Figure 1. Placed cells, one colour a class (run 1).
Fill, decap, tap and diode cells in grey.
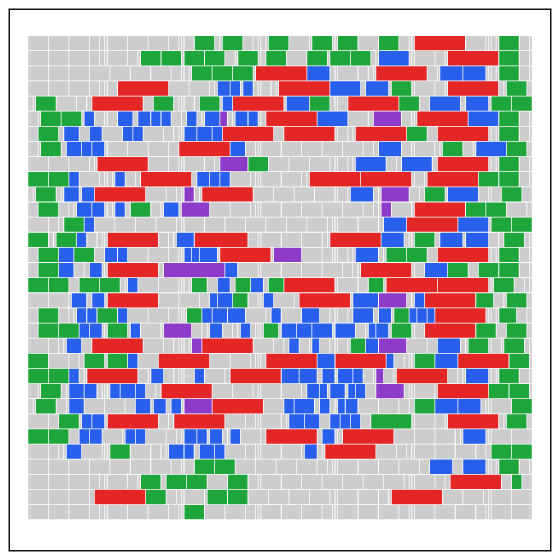
Figure 2. Wiring heat map (run 1).
The die is cut into 19 by 19 equal tiles; dark blue is low, red is high, scaled to the fullest tile. Values are wire area over tile area, all layers added.
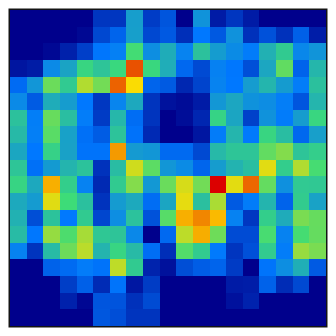
Figure 3. Floorplan with the power grid (run 1).
The bar under the picture is 20 um long. Pins as bars on the die edge. Tap cells in grey.
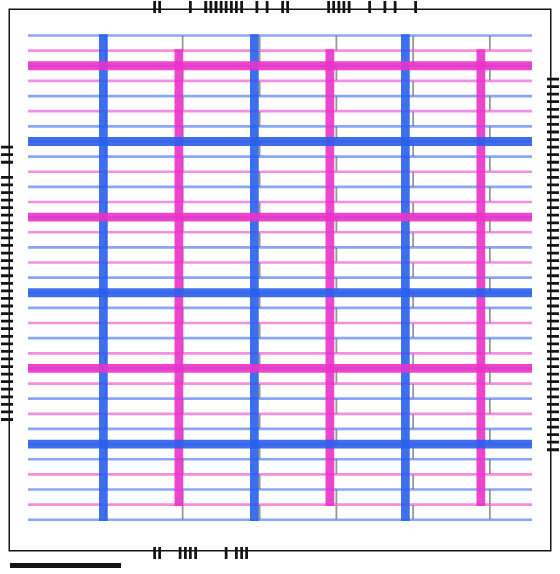
Figure 4. Cell outlines without signal wires (run 1).
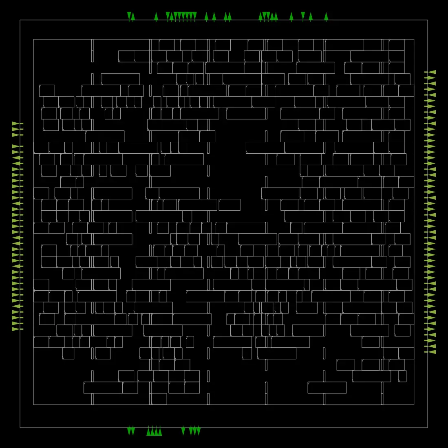
==> config.mk <==
export PLATFORM = sky130hd
export DESIGN_NAME = enet_bus_arbiter
export DESIGN_NICKNAME = d
export VERILOG_FILES = /design/src/rtl/enet_bus_arbiter.sv
export SDC_FILE = /design/constraint.sdc
export NUM_CORES = 1
export LEC_CHECK = 0
export CORE_MARGIN = 3
export CORE_UTILIZATION = 35
export CTS_CLUSTER_SIZE = 8
export DETAILED_ROUTE_END_ITERATION = 10
export PLACE_DENSITY = 0.68
export SYNTH_ARGS = -nofsm -noshare
export SYNTH_HDL_FRONTEND = slang
export SYNTH_SLANG_ARGS = --single-unit
==> constraint.sdc <==
create_clock -name clk -period 2.9 [get_ports clk]
set_input_delay 0.58 -clock clk [delete_from_list [all_inputs] [get_ports clk]]
set_output_delay 0.58 -clock clk [all_outputs]
set_load 0.02 [all_outputs]
==> impl_metrics.yaml, run 1 <==
# physical design summary
power_and_ir_drop:
  power_frac_seq_pct: 33.1
  clkPwrFrac_pct: 15.3
  p_int_mw: 3.02
  switching_share_pct: 38.2
  p_comb_mw: 2.52
  switching_power_mw: 1.87
  power-top-group: "combinational cells"
  combPwrFrac_pct: 51.6
  powerSeq_mw: 1.62
  pg_clk_mw: 0.748
  leakage_nw: 1.78
finish:
  layout-drive-gt1-share_pct: 16.7
  largestClassByArea: "sequential cells"
  fin_area_mm2: 0.00440
  logic_area_mm2: 0.00122
  layout.nets: 434
  diodes: 0
  buffer_area_share_pct: 28.9
  n_all_buffers: 129
  clock_area_share_pct: 4.32
  n_clock_buffer: 12
  flop_area_mm2: 0.00158
  final_cells: 479
  area_growth_pct: 51.6
  seq_cells: 63
sta:
  worst_hold_slack_ns: 0.298
  maxSlewHeadroom_pct: 50.1
  rsz0062_at_grt: "no"
  layout_setup_ws_ns: 0.194
  maxSlewViolCount: 0
  finalCritPeriodShare_pct: 93.3
  fin_crit_ns: 2.71
worst_setup_path:
  reg2reg_depth: 5
  ff2ff_setup_slack_ns: 0.66
  slowest_stage: "or4_1"
  crit_cells: 4
  critPathRequiredTime_ns: 2.32
  critPathLaunchType: "flop"
  cpLargestDelayFamily: "simple AND/OR/NAND/NOR gates"
  max_stage_delay_ns: 0.59
  crit_fanout: 7
  worstSetupPathType: "reg -> out"
job:
  maxCapViolations: 0
  warning_count: 26
route:
  drtPass1Iterations: 5
  wl_met1_um: 3270
  ant_nets: 0
  drt_iter0_markers: 132
  wl_met3_um: 806
  top_layer: "met4"
  drc: 0
global_route:
  antenna_found_initial: 0
  use_met1_pct: 22.6
  grtUsageMet2_pct: 24.2
  grt_max_degree: 44
  grt-busiest-layer: "met2"
floorplanning:
  dieArea_mm2: 0.00942
  pin_count: 120
place:
  placed_cell_area_mm2: 0.00421
  dp.cells: 463
  dp_hpwl_um: 5450
  port_buffers: 119
  dpl_worst_slack_ns: 0.268
outcome:
  status: "finished, final reports clean"
synthesis:
  ys_sh_adder_pct: 0
  mux_share_pct: 14.1
  synth_seq_share_pct: 54.4
  ys_sh_xor_pct: 0
  synthTopLogicFamily: "AND-OR/OR-AND gates"
  yosysTopAreaCell: "dfrtp_1"
  async_flop_share_pct: 100
  syn-num-nets: 315
  synth-simple-area-share_pct: 10.5
  ys_dominant_reg_cell: "dfrtp_1"
  synth_cell_types: 31
  edf_count: 0
  synth_area_mm2: 0.00290
  synth.most_common_cell: "dfrtp_1"
  ys_chip_area_mm2: 0.00290
clocking:
  clk_pin_slew_ns: 0.07
  cts_made_buffers: 9
  htreeDepth: 3
  cts_tree: "done"
  holdBufCountCts: 0
  cts_setup_buffers: 0
  clk_path_buf_depth: 2
  ctsResizeCount: 3
  clk_latency_ns: 0.33
  clockRootBuffer: "clkbuf_8"
worst_hold_path:
  hold_path.class: "in -> async"
About Figure 1:
Key: blue = all other logic [cells 169]; purple = clock drivers and dummy loads [cells 16]; green = other buffers and delay cells [cells 129]; red = flip-flops [cells 63]
final core occ: 55.8%
Rows: 32
fraction of area in registers: 35.9%

About Figure 2:
The mean over all tiles is 0.13. The fullest tile reaches 0.48. The densest ninth of the die: middle right. 17% of the tiles are nearly empty. 14% of the tiles are over half the peak.
final wirelength: 7550 um
Via Count: 2502
Wirelength per Cell: 15.8 um
total track usage: 16.4%

About Figure 3:
Key: blue = VSS; magenta = VDD
120 signal pins sit on the boundary. 6 straps on met4. 33 met1 rails follow the rows. 102 tap cells.
Core Region: 0.00789 mm^2
Die X: 97.1 um
maximum VDD drop: 0.391 mV
die y size: 97.1 um

About Figure 4:
Filler cells: 701
# Taps: 102

--- run 2 (diff from run 1) ---
--- a/config.mk
+++ b/config.mk
@@ -5,6 +5,8 @@
 export SDC_FILE = /design/constraint.sdc
 export NUM_CORES = 1
 export LEC_CHECK = 0
+export CAP_MARGIN = 20
+export CORE_ASPECT_RATIO = 0.75
 export CORE_MARGIN = 3
 export CORE_UTILIZATION = 35
 export CTS_CLUSTER_SIZE = 8
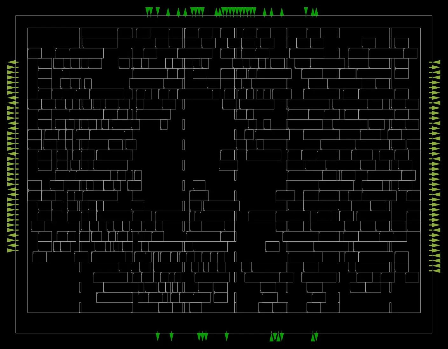
Figure 5: run 2, cell outlines without signal wires.
Core Region: 0.00799 mm^2
final core occ: 55.2%
Seq cells: 63
# Taps: 105
Filler cells: 695

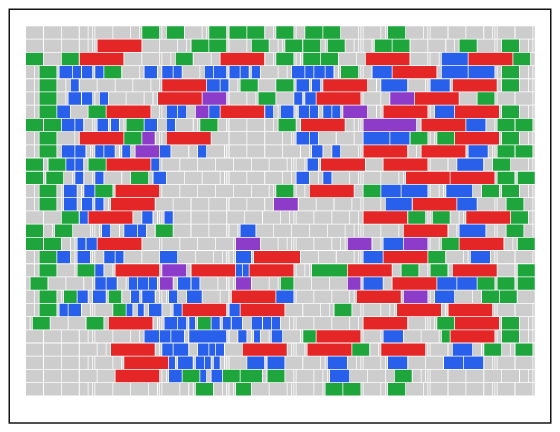
Figure 6: run 2, placed cells, one colour a class.
Fill, decap, tap and diode cells in grey.
fraction of area in registers: 35.8%
design area: 0.00441 mm^2

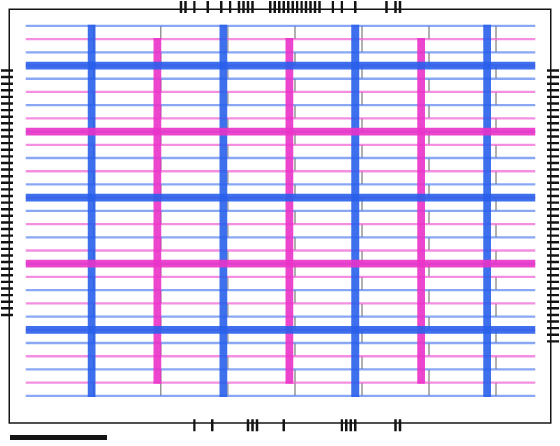
Figure 7: run 2, floorplan with the power grid.
The bar under the picture is 20 um long. Pins as bars on the die edge. Tap cells in grey.
Key: blue = VSS; magenta = VDD
7 straps on met4. 29 met1 rails follow the rows.
Die X: 111 um
die y size: 84.9 um
maximum VDD drop: 0.576 mV

==> run 2 against run 1 <==
Clock skew is essentially flat. Non-clock buffer count fell by 3. Critical path type unchanged. Critical endpoint unchanged. Worst hold slack lost 0.037 ns. Final cell count did not move. Routed wire length rose by 1.4%. Synthesized cell count did not move. Global-route usage decreased by 0.056 points. Register-to-register slack worse by 0.28 ns. Fmax up 1.7%. Sequential power hardly changed. Combinational power about the same. Via count fell by 1.6%.
==> impl_metrics.yaml, run 2 <==
# physical design summary
global_route:
  grt-busiest-layer: "met2"
  track_usage_pct: 16.3
  use_met1_pct: 22.1
  grt_max_degree: 44
  grtUsageMet2_pct: 24.5
  antenna_found_initial: 0
finish:
  layout-drive-gt1-share_pct: 16.3
  final_cells: 479
  n_all_buffers: 126
  logic_area_mm2: 0.00122
  layout.nets: 431
  n_clock_buffer: 10
  diodes: 0
  clock_area_share_pct: 4.68
  largestClassByArea: "sequential cells"
synthesis:
  ys_sh_adder_pct: 0
  async_flop_share_pct: 100
  synthTopLogicFamily: "AND-OR/OR-AND gates"
  synth-simple-area-share_pct: 10.5
  synth_area_mm2: 0.00290
  syn-num-nets: 315
  edf_count: 0
  ys_chip_area_mm2: 0.00290
  synth_cell_types: 31
  synth_warnings: 0
  mux_share_pct: 14.1
  ys_sh_xor_pct: 0
  synth.most_common_cell: "dfrtp_1"
  ys_dominant_reg_cell: "dfrtp_1"
worst_setup_path:
  crit_fanout: 7
  critPathLaunchType: "flop"
  critPathRequiredTime_ns: 2.32
  slowest_stage: "or4_1"
  reg2reg_depth: 4
  ff2ff_setup_slack_ns: 0.38
  max_stage_delay_ns: 0.61
  cpLargestDelayFamily: "simple AND/OR/NAND/NOR gates"
  worstSetupPathType: "reg -> out"
sta:
  finalCritPeriodShare_pct: 91.8
  maxSlewHeadroom_pct: 39.7
  fin_crit_ns: 2.66
  worst_hold_slack_ns: 0.261
  layout_setup_ws_ns: 0.238
  maxSlewViolCount: 0
power_and_ir_drop:
  power_frac_seq_pct: 33.0
  switching_share_pct: 38.8
  leakage_nw: 1.76
  p_comb_mw: 2.53
  clkPwrFrac_pct: 15.8
  p_int_mw: 3.02
  power-top-group: "combinational cells"
  pg_clk_mw: 0.779
  combPwrFrac_pct: 51.2
  powerSeq_mw: 1.63
floorplanning:
  rows: 28
  pin_count: 120
job:
  maxCapViolations: 0
  warning_count: 26
clocking:
  holdBufCountCts: 0
  cts_tree: "done"
  clk_latency_ns: 0.34
  clk_path_buf_depth: 2
  cts_setup_buffers: 0
  clockRootBuffer: "clkbuf_8"
  clk_pin_slew_ns: 0.07
  htreeDepth: 3
route:
  wl_met1_um: 3440
  drtPass1Iterations: 4
  wl_um: 7660
  drt_iter0_markers: 144
  wire_per_inst_um: 16.0
  ant_nets: 0
  wl_met3_um: 820
  vias: 2463
  drc: 0
worst_hold_path:
  hold_path.class: "in -> async"
outcome:
  status: "finished, final reports clean"
place:
  dpl_worst_slack_ns: 0.301
  port_buffers: 119
  dp_hpwl_um: 5470
  placed_cell_area_mm2: 0.00418
Power and IR drop assume default switching activity.
